===== config.mk =====
export PLATFORM = sky130hd
export DESIGN_NAME = sa_aw_channel_arb_flat
export DESIGN_NICKNAME = d
export VERILOG_FILES = /design/src/rtl/sa_aw_channel_arb_pkg.sv /design/src/rtl/sa_aw_channel_arb_if.sv /design/src/rtl/sa_rr_arbiter.sv /design/src/rtl/sa_aw_channel_arb.sv /design/src/flat_wrapper.sv
export SDC_FILE = /design/constraint.sdc
export NUM_CORES = 1
export LEC_CHECK = 0
export ABC_AREA = 1
export CORE_UTILIZATION = 51
export DETAILED_ROUTE_END_ITERATION = 8
export PLACE_DENSITY = 0.84
export SETUP_SLACK_MARGIN = 0.3
export SYNTH_ARGS = -nofsm -noshare
export SYNTH_HDL_FRONTEND = slang
export SYNTH_SLANG_ARGS = --single-unit

===== constraint.sdc =====
create_clock -name ACLK_i -period 6.6 [get_ports ACLK_i]
set_clock_uncertainty 0.15 [all_clocks]
set_input_delay 0.99 -clock ACLK_i [delete_from_list [all_inputs] [get_ports ACLK_i]]
set_output_delay 0.99 -clock ACLK_i [all_outputs]
set_load 0.005 [all_outputs]

===== src/rtl/sa_aw_channel_arb_pkg.sv =====
// ---------------------------------------------------------------------------
// sa_aw_channel_arb_pkg
// Shared definitions for the slave-arbiter AW channel (and the AR channel
// that reuses sa_rr_arbiter).
//   - idx_w()       : master index width; $clog2 with a floor of 1 bit
//   - *_DEF         : default channel widths
//   - aw_payload_t  : one buffered AW request as presented to the slave
// No ports (package).
// ---------------------------------------------------------------------------
package sa_aw_channel_arb_pkg;

   function automatic int unsigned idx_w(input int unsigned n);
      return (n > 1) ? $clog2(n) : 1;
   endfunction

   localparam int unsigned MST_AMT_DEF           = 3;
   localparam int unsigned MST_ID_W_DEF          = idx_w(MST_AMT_DEF);
   localparam int unsigned ADDR_WIDTH_DEF        = 32;
   localparam int unsigned TRANS_MST_ID_W_DEF    = 5;
   localparam int unsigned TRANS_SLV_ID_W_DEF    = TRANS_MST_ID_W_DEF + MST_ID_W_DEF;
   localparam int unsigned TRANS_DATA_LEN_W_DEF  = 3;
   localparam int unsigned TRANS_DATA_SIZE_W_DEF = 3;
   localparam int unsigned TRANS_BURST_W_DEF     = 2;

   // Slave-side request queue depth; the queue uses 1-bit pointers.
   localparam int unsigned AW_QUEUE_DEPTH = 2;

   // id carries {master index, master AWID} so responses can be routed back.
   typedef struct packed {
      logic [TRANS_SLV_ID_W_DEF-1:0]    id;
      logic [ADDR_WIDTH_DEF-1:0]        addr;
      logic [TRANS_BURST_W_DEF-1:0]     burst;
      logic [TRANS_DATA_LEN_W_DEF-1:0]  len;
      logic [TRANS_DATA_SIZE_W_DEF-1:0] size;
   } aw_payload_t;

endpackage


===== src/rtl/sa_aw_channel_arb_if.sv =====
// ---------------------------------------------------------------------------
// sa_aw_channel_arb_if
// Bundles the AW-channel signals around one slave arbiter:
//   dsp_*      : packed per-master requests from the master dispatchers
//                (master m occupies [W*(m+1)-1 -: W]) and one-hot AWREADY
//   m_*        : queue head toward the slave, with slave AWREADY
//   AW_*       : order-FIFO push toward the W channel, and its full/stall
// Modports:
//   slave  : the arbiter side (consumes dsp requests, drives m_* and AW_*)
//   master : the environment side (dispatchers, slave, W-channel order FIFO)
// ---------------------------------------------------------------------------
interface sa_aw_channel_arb_if
   import sa_aw_channel_arb_pkg::*;
#(
   parameter int unsigned MST_AMT           = MST_AMT_DEF,
   parameter int unsigned MST_ID_W          = idx_w(MST_AMT),
   parameter int unsigned ADDR_WIDTH        = ADDR_WIDTH_DEF,
   parameter int unsigned TRANS_MST_ID_W    = TRANS_MST_ID_W_DEF,
   parameter int unsigned TRANS_SLV_ID_W    = TRANS_MST_ID_W + MST_ID_W,
   parameter int unsigned TRANS_DATA_LEN_W  = TRANS_DATA_LEN_W_DEF,
   parameter int unsigned TRANS_DATA_SIZE_W = TRANS_DATA_SIZE_W_DEF,
   parameter int unsigned TRANS_BURST_W     = TRANS_BURST_W_DEF
) ();

   logic [TRANS_MST_ID_W*MST_AMT-1:0]    dsp_AWID_i;
   logic [ADDR_WIDTH*MST_AMT-1:0]        dsp_AWADDR_i;
   logic [TRANS_BURST_W*MST_AMT-1:0]     dsp_AWBURST_i;
   logic [TRANS_DATA_LEN_W*MST_AMT-1:0]  dsp_AWLEN_i;
   logic [TRANS_DATA_SIZE_W*MST_AMT-1:0] dsp_AWSIZE_i;
   logic [MST_AMT-1:0]                   dsp_AWVALID_i;
   logic [MST_AMT-1:0]                   dsp_slv_sel_i;
   logic [MST_AMT-1:0]                   dsp_AWREADY_o;

   logic [TRANS_SLV_ID_W-1:0]            m_AWID_o;
   logic [ADDR_WIDTH-1:0]                m_AWADDR_o;
   logic [TRANS_BURST_W-1:0]             m_AWBURST_o;
   logic [TRANS_DATA_LEN_W-1:0]          m_AWLEN_o;
   logic [TRANS_DATA_SIZE_W-1:0]         m_AWSIZE_o;
   logic                                 m_AWVALID_o;
   logic                                 m_AWREADY_i;

   logic [MST_ID_W-1:0]                  AW_mst_id_o;
   logic [TRANS_DATA_LEN_W-1:0]          AW_AxLEN_o;
   logic                                 AW_fifo_order_wr_en_o;
   logic                                 AW_stall_i;

   modport slave (
      input  dsp_AWID_i, dsp_AWADDR_i, dsp_AWBURST_i, dsp_AWLEN_i, dsp_AWSIZE_i,
      input  dsp_AWVALID_i, dsp_slv_sel_i, m_AWREADY_i, AW_stall_i,
      output dsp_AWREADY_o, m_AWID_o, m_AWADDR_o, m_AWBURST_o, m_AWLEN_o, m_AWSIZE_o,
      output m_AWVALID_o, AW_mst_id_o, AW_AxLEN_o, AW_fifo_order_wr_en_o
   );

   modport master (
      output dsp_AWID_i, dsp_AWADDR_i, dsp_AWBURST_i, dsp_AWLEN_i, dsp_AWSIZE_i,
      output dsp_AWVALID_i, dsp_slv_sel_i, m_AWREADY_i, AW_stall_i,
      input  dsp_AWREADY_o, m_AWID_o, m_AWADDR_o, m_AWBURST_o, m_AWLEN_o, m_AWSIZE_o,
      input  m_AWVALID_o, AW_mst_id_o, AW_AxLEN_o, AW_fifo_order_wr_en_o
   );

endinterface


===== src/rtl/sa_rr_arbiter.sv =====
// ---------------------------------------------------------------------------
// sa_rr_arbiter
// Combinational round-robin pick: first requester at or above i_rr_ptr,
// wrapping modulo N. Pointer ownership stays with the caller.
// Ports:
//   i_req      [N]      request vector
//   i_rr_ptr   [IDX_W]  highest-priority index (must be < N)
//   o_gnt      [N]      one-hot grant (all zero when no request)
//   o_gnt_idx  [IDX_W]  granted index (0 when no request)
//   o_gnt_vld           any request present
// ---------------------------------------------------------------------------
module sa_rr_arbiter
   import sa_aw_channel_arb_pkg::*;
#(
   parameter int unsigned N     = MST_AMT_DEF,
   parameter int unsigned IDX_W = idx_w(N)
) (
   input  logic [N-1:0]     i_req,
   input  logic [IDX_W-1:0] i_rr_ptr,
   output logic [N-1:0]     o_gnt,
   output logic [IDX_W-1:0] o_gnt_idx,
   output logic             o_gnt_vld
);

   int unsigned      w_idx;
   logic [IDX_W-1:0] w_sel;

   always_comb begin
      o_gnt     = '0;
      o_gnt_idx = '0;
      o_gnt_vld = 1'b0;
      w_idx     = 0;
      w_sel     = '0;
      for (int unsigned k = 0; k < N; k++) begin
         // Explicit wrap: N need not be a power of two.
         w_idx = 32'(i_rr_ptr) + k;
         if (w_idx >= N) begin
            w_idx = w_idx - N;
         end
         w_sel = IDX_W'(w_idx);
         if (!o_gnt_vld && i_req[w_sel]) begin
            o_gnt_vld    = 1'b1;
            o_gnt[w_sel] = 1'b1;
            o_gnt_idx    = w_sel;
         end
      end
   end

endmodule


===== src/rtl/sa_aw_channel_arb.sv =====
// ---------------------------------------------------------------------------
// sa_aw_channel_arb
// Slave-arbiter write-address stage. Round-robin grants one AW request per
// cycle among masters addressing this slave, buffers accepted requests in a
// 2-entry queue toward the slave, and pushes {master index, AWLEN} into the
// W channel's order FIFO in the same cycle as each acceptance.
// Ports:
//   ACLK_i    clock
//   ARESET_i  asynchronous reset, active-high
//   bus       sa_aw_channel_arb_if.slave (dsp_* requests, m_* toward slave,
//             AW_* order-FIFO push and stall)
// ---------------------------------------------------------------------------
module sa_aw_channel_arb
   import sa_aw_channel_arb_pkg::*;
#(
   parameter int unsigned MST_AMT           = MST_AMT_DEF,
   parameter int unsigned MST_ID_W          = idx_w(MST_AMT),
   parameter int unsigned ADDR_WIDTH        = ADDR_WIDTH_DEF,
   parameter int unsigned TRANS_MST_ID_W    = TRANS_MST_ID_W_DEF,
   parameter int unsigned TRANS_SLV_ID_W    = TRANS_MST_ID_W + MST_ID_W,
   parameter int unsigned TRANS_DATA_LEN_W  = TRANS_DATA_LEN_W_DEF,
   parameter int unsigned TRANS_DATA_SIZE_W = TRANS_DATA_SIZE_W_DEF,
   parameter int unsigned TRANS_BURST_W     = TRANS_BURST_W_DEF
) (
   input logic                ACLK_i,
   input logic                ARESET_i,
   sa_aw_channel_arb_if.slave bus
);

   logic [MST_AMT-1:0]        w_req;
   logic [MST_AMT-1:0]        w_gnt;
   logic [MST_ID_W-1:0]       w_gnt_idx;
   logic                      w_gnt_vld;
   logic [MST_ID_W-1:0]       w_rr_next;
   logic                      w_pop;
   logic                      w_accept;
   logic [TRANS_SLV_ID_W-1:0] w_push_id;
   aw_payload_t               w_push;
   aw_payload_t               w_head;

   logic [MST_ID_W-1:0]       r_rr_ptr;
   aw_payload_t               r_q [AW_QUEUE_DEPTH];
   logic                      r_rd_ptr;
   logic                      r_wr_ptr;
   logic [1:0]                r_count;

   assign w_req = bus.dsp_AWVALID_i & bus.dsp_slv_sel_i;

   sa_rr_arbiter #(
      .N     (MST_AMT),
      .IDX_W (MST_ID_W)
   ) u_rr_arbiter (
      .i_req     (w_req),
      .i_rr_ptr  (r_rr_ptr),
      .o_gnt     (w_gnt),
      .o_gnt_idx (w_gnt_idx),
      .o_gnt_vld (w_gnt_vld)
   );

   assign w_pop = bus.m_AWVALID_o & bus.m_AWREADY_i;

   // A full queue still accepts when the head leaves in the same cycle.
   assign w_accept = w_gnt_vld & ~bus.AW_stall_i & ((r_count < 2'd2) | w_pop) & ~ARESET_i;

   assign w_rr_next = (w_gnt_idx == MST_ID_W'(MST_AMT - 1)) ? '0 : w_gnt_idx + 1'b1;

   assign w_push_id = {w_gnt_idx, bus.dsp_AWID_i[w_gnt_idx*TRANS_MST_ID_W +: TRANS_MST_ID_W]};

   always_comb begin
      w_push       = '0;
      w_push.id    = w_push_id;
      w_push.addr  = bus.dsp_AWADDR_i[w_gnt_idx*ADDR_WIDTH +: ADDR_WIDTH];
      w_push.burst = bus.dsp_AWBURST_i[w_gnt_idx*TRANS_BURST_W +: TRANS_BURST_W];
      w_push.len   = bus.dsp_AWLEN_i[w_gnt_idx*TRANS_DATA_LEN_W +: TRANS_DATA_LEN_W];
      w_push.size  = bus.dsp_AWSIZE_i[w_gnt_idx*TRANS_DATA_SIZE_W +: TRANS_DATA_SIZE_W];
   end

   // Grant-side outputs: index/len follow the arbiter even without an accept.
   assign bus.dsp_AWREADY_o         = w_accept ? w_gnt : '0;
   assign bus.AW_fifo_order_wr_en_o = w_accept;
   assign bus.AW_mst_id_o           = w_gnt_idx;
   assign bus.AW_AxLEN_o            = bus.dsp_AWLEN_i[w_gnt_idx*TRANS_DATA_LEN_W +: TRANS_DATA_LEN_W];

   // Queue toward the slave. With a pop at full, wr_ptr == rd_ptr, so the
   // new entry lands in the slot that is leaving this cycle.
   always_ff @(posedge ACLK_i or posedge ARESET_i) begin
      if (ARESET_i) begin
         r_rr_ptr <= '0;
         r_rd_ptr <= 1'b0;
         r_wr_ptr <= 1'b0;
         r_count  <= 2'd0;
         for (int i = 0; i < AW_QUEUE_DEPTH; i++) begin
            r_q[i] <= '0;
         end
      end else begin
         if (w_accept) begin
            r_q[r_wr_ptr] <= w_push;
            r_wr_ptr      <= ~r_wr_ptr;
            r_rr_ptr      <= w_rr_next;
         end
         if (w_pop) begin
            r_rd_ptr <= ~r_rd_ptr;
         end
         r_count <= r_count + {1'b0, w_accept} - {1'b0, w_pop};
      end
   end

   assign w_head = r_q[r_rd_ptr];

   assign bus.m_AWVALID_o = (r_count != 2'd0);
   assign bus.m_AWID_o    = w_head.id;
   assign bus.m_AWADDR_o  = w_head.addr;
   assign bus.m_AWBURST_o = w_head.burst;
   assign bus.m_AWLEN_o   = w_head.len;
   assign bus.m_AWSIZE_o  = w_head.size;

endmodule

===== src/flat_wrapper.sv =====
// flat-port wrapper written by rule: the top's interface ports become plain ports
module sa_aw_channel_arb_flat import sa_aw_channel_arb_pkg::*;
#(
   parameter int unsigned MST_AMT           = MST_AMT_DEF,
   parameter int unsigned MST_ID_W          = idx_w(MST_AMT),
   parameter int unsigned ADDR_WIDTH        = ADDR_WIDTH_DEF,
   parameter int unsigned TRANS_MST_ID_W    = TRANS_MST_ID_W_DEF,
   parameter int unsigned TRANS_SLV_ID_W    = TRANS_MST_ID_W + MST_ID_W,
   parameter int unsigned TRANS_DATA_LEN_W  = TRANS_DATA_LEN_W_DEF,
   parameter int unsigned TRANS_DATA_SIZE_W = TRANS_DATA_SIZE_W_DEF,
   parameter int unsigned TRANS_BURST_W     = TRANS_BURST_W_DEF
)
  (ACLK_i, ARESET_i, bus_dsp_AWID_i, bus_dsp_AWADDR_i, bus_dsp_AWBURST_i, bus_dsp_AWLEN_i, bus_dsp_AWSIZE_i, bus_dsp_AWVALID_i, bus_dsp_slv_sel_i, bus_m_AWREADY_i, bus_AW_stall_i, bus_dsp_AWREADY_o, bus_m_AWID_o, bus_m_AWADDR_o, bus_m_AWBURST_o, bus_m_AWLEN_o, bus_m_AWSIZE_o, bus_m_AWVALID_o, bus_AW_mst_id_o, bus_AW_AxLEN_o, bus_AW_fifo_order_wr_en_o);
  sa_aw_channel_arb_if #(.MST_AMT(MST_AMT), .MST_ID_W(MST_ID_W), .ADDR_WIDTH(ADDR_WIDTH), .TRANS_MST_ID_W(TRANS_MST_ID_W), .TRANS_SLV_ID_W(TRANS_SLV_ID_W), .TRANS_DATA_LEN_W(TRANS_DATA_LEN_W), .TRANS_DATA_SIZE_W(TRANS_DATA_SIZE_W), .TRANS_BURST_W(TRANS_BURST_W)) bus_i ();
  input logic ACLK_i;
  input logic ARESET_i;
  input wire logic [$bits(bus_i.dsp_AWID_i)-1:0] bus_dsp_AWID_i;
  input wire logic [$bits(bus_i.dsp_AWADDR_i)-1:0] bus_dsp_AWADDR_i;
  input wire logic [$bits(bus_i.dsp_AWBURST_i)-1:0] bus_dsp_AWBURST_i;
  input wire logic [$bits(bus_i.dsp_AWLEN_i)-1:0] bus_dsp_AWLEN_i;
  input wire logic [$bits(bus_i.dsp_AWSIZE_i)-1:0] bus_dsp_AWSIZE_i;
  input wire logic [$bits(bus_i.dsp_AWVALID_i)-1:0] bus_dsp_AWVALID_i;
  input wire logic [$bits(bus_i.dsp_slv_sel_i)-1:0] bus_dsp_slv_sel_i;
  input wire logic [$bits(bus_i.m_AWREADY_i)-1:0] bus_m_AWREADY_i;
  input wire logic [$bits(bus_i.AW_stall_i)-1:0] bus_AW_stall_i;
  output wire logic [$bits(bus_i.dsp_AWREADY_o)-1:0] bus_dsp_AWREADY_o;
  output wire logic [$bits(bus_i.m_AWID_o)-1:0] bus_m_AWID_o;
  output wire logic [$bits(bus_i.m_AWADDR_o)-1:0] bus_m_AWADDR_o;
  output wire logic [$bits(bus_i.m_AWBURST_o)-1:0] bus_m_AWBURST_o;
  output wire logic [$bits(bus_i.m_AWLEN_o)-1:0] bus_m_AWLEN_o;
  output wire logic [$bits(bus_i.m_AWSIZE_o)-1:0] bus_m_AWSIZE_o;
  output wire logic [$bits(bus_i.m_AWVALID_o)-1:0] bus_m_AWVALID_o;
  output wire logic [$bits(bus_i.AW_mst_id_o)-1:0] bus_AW_mst_id_o;
  output wire logic [$bits(bus_i.AW_AxLEN_o)-1:0] bus_AW_AxLEN_o;
  output wire logic [$bits(bus_i.AW_fifo_order_wr_en_o)-1:0] bus_AW_fifo_order_wr_en_o;
  assign bus_i.dsp_AWID_i = bus_dsp_AWID_i;
  assign bus_i.dsp_AWADDR_i = bus_dsp_AWADDR_i;
  assign bus_i.dsp_AWBURST_i = bus_dsp_AWBURST_i;
  assign bus_i.dsp_AWLEN_i = bus_dsp_AWLEN_i;
  assign bus_i.dsp_AWSIZE_i = bus_dsp_AWSIZE_i;
  assign bus_i.dsp_AWVALID_i = bus_dsp_AWVALID_i;
  assign bus_i.dsp_slv_sel_i = bus_dsp_slv_sel_i;
  assign bus_i.m_AWREADY_i = bus_m_AWREADY_i;
  assign bus_i.AW_stall_i = bus_AW_stall_i;
  assign bus_dsp_AWREADY_o = bus_i.dsp_AWREADY_o;
  assign bus_m_AWID_o = bus_i.m_AWID_o;
  assign bus_m_AWADDR_o = bus_i.m_AWADDR_o;
  assign bus_m_AWBURST_o = bus_i.m_AWBURST_o;
  assign bus_m_AWLEN_o = bus_i.m_AWLEN_o;
  assign bus_m_AWSIZE_o = bus_i.m_AWSIZE_o;
  assign bus_m_AWVALID_o = bus_i.m_AWVALID_o;
  assign bus_AW_mst_id_o = bus_i.AW_mst_id_o;
  assign bus_AW_AxLEN_o = bus_i.AW_AxLEN_o;
  assign bus_AW_fifo_order_wr_en_o = bus_i.AW_fifo_order_wr_en_o;
  sa_aw_channel_arb #(.MST_AMT(MST_AMT), .MST_ID_W(MST_ID_W), .ADDR_WIDTH(ADDR_WIDTH), .TRANS_MST_ID_W(TRANS_MST_ID_W), .TRANS_SLV_ID_W(TRANS_SLV_ID_W), .TRANS_DATA_LEN_W(TRANS_DATA_LEN_W), .TRANS_DATA_SIZE_W(TRANS_DATA_SIZE_W), .TRANS_BURST_W(TRANS_BURST_W)) u_core (.ACLK_i(ACLK_i), .ARESET_i(ARESET_i), .bus(bus_i));
endmodule

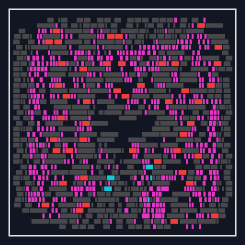
**Above:** selected gate families.
Drawn at 2 px/micron.
| colour | family | cells | where |
|---|---|---|---|
| cyan | NOR gates | 5 | bottom centre |
| magenta | NAND gates | 541 | widely spread |
| red | multiplexers | 45 | widely spread |

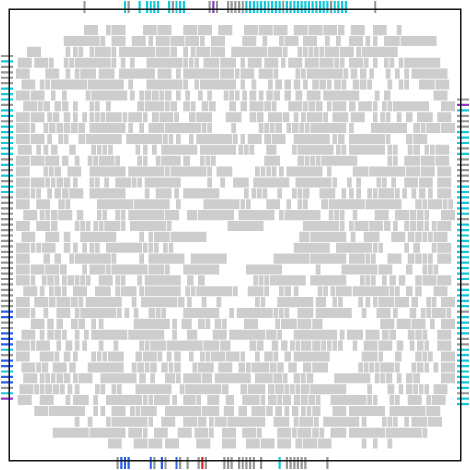
**Above:** pin map.
Drawn at 4 px/micron. Pins as bars across the die edge, other pins in grey.
| colour | port | pins | direction | edge |
|---|---|---|---|---|
| blue | bus_dsp_AWID_i | 15 | input | 9 left, 6 bottom |
| cyan | bus_dsp_AWADDR_i | 96 | input | 40 right, 36 top, 19 left, 1 bottom |
| red | bus_m_AWREADY_i | 1 | input | bottom |
| purple | bus_AW_AxLEN_o | 3 | output | 1 right, 1 top, 1 left |
all pins by edge: 64 left, 57 right, 50 top, 31 bottom

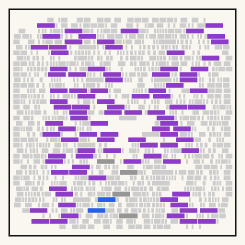
**Above:** register map, names as in the netlist.
Drawn at 2 px/micron. Other sequential cells in the stronger grey, the rest of the logic in the fainter grey.
| colour | name in the netlist | placed flops |
|---|---|---|
| blue | u_core.r_count | 2 |
| purple | u_core.r_q | 94 |
not coloured: 4

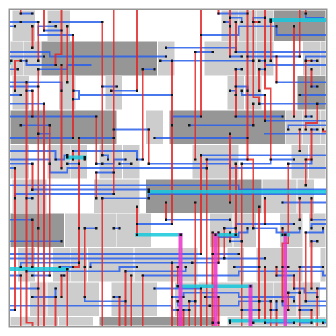
**Above:** layout detail.
Region (44, 21) to (69, 46) microns. Cells in grey, sequential cells in the stronger grey; small squares are vias.
| colour | layer |
|---|---|
| cyan | met3 |
| magenta | met4 |
| blue | met1 |
| red | met2 |
cells with their middle in the window: 57
sequential cells in the window: 4
netlist names of flops here include: u_core.r_q (2)
most frequent: nand2_1 (18), o21ai_0 (7), inv_1 (6)

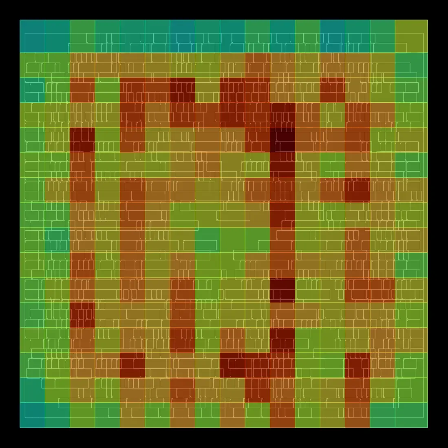
**Above:** congestion heat map.
fin util: 0.728
Global Route Usage Sum: 0.293
busiest grt layer: met2

==> flow_metrics.env <==
# yosys + openroad results
export IMPL_status="finished clean"
export IMPL_pg_comb_w=0.00246
export IMPL_reg2regPathDepth=14
export IMPL_power_share_combinational=0.606
export IMPL_synth_edff_count=0
export IMPL_worst_slew_pin_slew_ns=0.924
export IMPL_num_nonclk_buffers=213
export IMPL_core_area_sq_mm=0.0117
export IMPL_drcViolationCount=0
export IMPL_clock_buffers=11
export IMPL_ant_nets=0
export IMPL_largest_reg_flops=94
export IMPL_io_buffers=201
export IMPL_nets=1199
export IMPL_grt_setup_unrepaired="no"
export IMPL_htree_levels=3
export IMPL_fp_row_count=39
export IMPL_die_x_microns=112
export IMPL_die_h_microns=112
export IMPL_synth_xor_xnor_area_share=0.00422
export IMPL_dpl_hpwl_microns=12000
export IMPL_placed_area_sq_mm=0.00819
export IMPL_cts_root_buf="clkbuf_16"
export IMPL_fp_util=0.534
export IMPL_fin_cells=1196
export IMPL_first_pass_iters=5
export IMPL_placed_cells=1180
export IMPL_p_sw_frac=0.434
export IMPL_setup_viol_count_final=0
export IMPL_tns_ns=0
export IMPL_async_reset_ff_frac=1.00
export IMPL_cts_tree="built"
export IMPL_dieArea_sq_mm=0.0127
export IMPL_clk_latency_ns=0.35
export IMPL_synth_nets=1033
export IMPL_path_max_fanout=27
export IMPL_syn2layout_area_growth_pct=36.4
export IMPL_synth_cell_types=26
export IMPL_switchingPower_w=0.00176
export IMPL_yosysWarningCount=0
export IMPL_top_regs="u_core.r_q (94), u_core.r_count (2), u_core.r_rr_ptr (2)"
export IMPL_cts_buffers=9
export IMPL_critPathTopFamily="buffers and inverters"
export IMPL_grt_overflow_total=0
export IMPL_grt_pass1_wl_microns=29300
export IMPL_path_clk_slew_ns=0.06
export IMPL_pre_cts_slack_ns=1.89
export IMPL_met3_length_microns=1310
export IMPL_worstSetupStartpoint="bus_dsp_AWVALID_i[2]"
export IMPL_grt_pass1_vias=6172
export IMPL_fillers=938
export IMPL_final_clk_cell_share=0.0357
export IMPL_ys_ff=100
export IMPL_logic_area_sq_mm=0.00300
export IMPL_grt_max_degree=58
export IMPL_pg_seq_w=0.00106
export IMPL_drive_gt1_frac=0.0893
export IMPL_finalHoldViolCount=0
export IMPL_p_per_area_mw_per_mm2=478
export IMPL_nWellTaps=143
export IMPL_yosys_cell_count_top_type="nand2_1"
export IMPL_crit_chain="clkdlybuf4s50_1 > nand2_1 > o21ai_1 > nand2_4 > nand2_1 > nand2_2 > nand2_4 > nand2_2 > inv_2 > nand3_1 > nand2_1 > clkdlybuf4s50_1"
export IMPL_antenna_found_initial=0
export IMPL_max_freq_mhz=212
export IMPL_rrSetupSlack_ns=3.43
export IMPL_buf_share=0.248
export IMPL_ys_top_cells_by_area="dfrtp_1 (40%), nand2_1 (23%), nand3_1 (12%)"
export IMPL_crit_path_end_kind="output port"
export IMPL_use_met2=0.504
export IMPL_ys_cells=882
export IMPL_ys_flop_type="dfrtp_1"
export IMPL_layout_top_cell="nand2_1"
export IMPL_seq_share=0.295
export IMPL_clock_net_power_w=0.000540
export IMPL_seq_area_sq_mm=0.00250
export IMPL_critPathMaxStageDelay_ns=0.53
export IMPL_syn_area_per_cell_sq_um=7.06
export IMPL_wirelength_microns=17900
export IMPL_crit_buf_inv=3
export IMPL_finalWorstSetupSlack_ns=1.88
export IMPL_top_power_group="combinational cells"
export IMPL_cts_resized=0
export IMPL_pin_count=202
export IMPL_synth_adder_area_share=0.0121
export IMPL_final_area_sq_mm=0.00849
export IMPL_inverters=108
export IMPL_p_leak_nw=4.50
export IMPL_clockBufferDepth=2
[worst min-delay path by stage]
stage,slack [ns],start,depth (start not counted),endpoint
detailed placement,0.31,u_core.r_q[2],2,u_core.r_q[2]
global route,0.35,u_core.r_q[57],2,u_core.r_q[57]
CTS,0.33,u_core.r_q[41],2,u_core.r_q[41]
global placement,0.31,u_core.r_q[36],2,u_core.r_q[36]
floorplan,0.29,u_core.r_q[0],2,u_core.r_q[0]
finish,0.32,u_core.r_q[79],2,u_core.r_q[79]
[tightest hold or removal path: stages, from the launching register on]
cell and delay (ns):
dfrtp_1 0.34, nand2_1 0.05, nand2_1 0.05
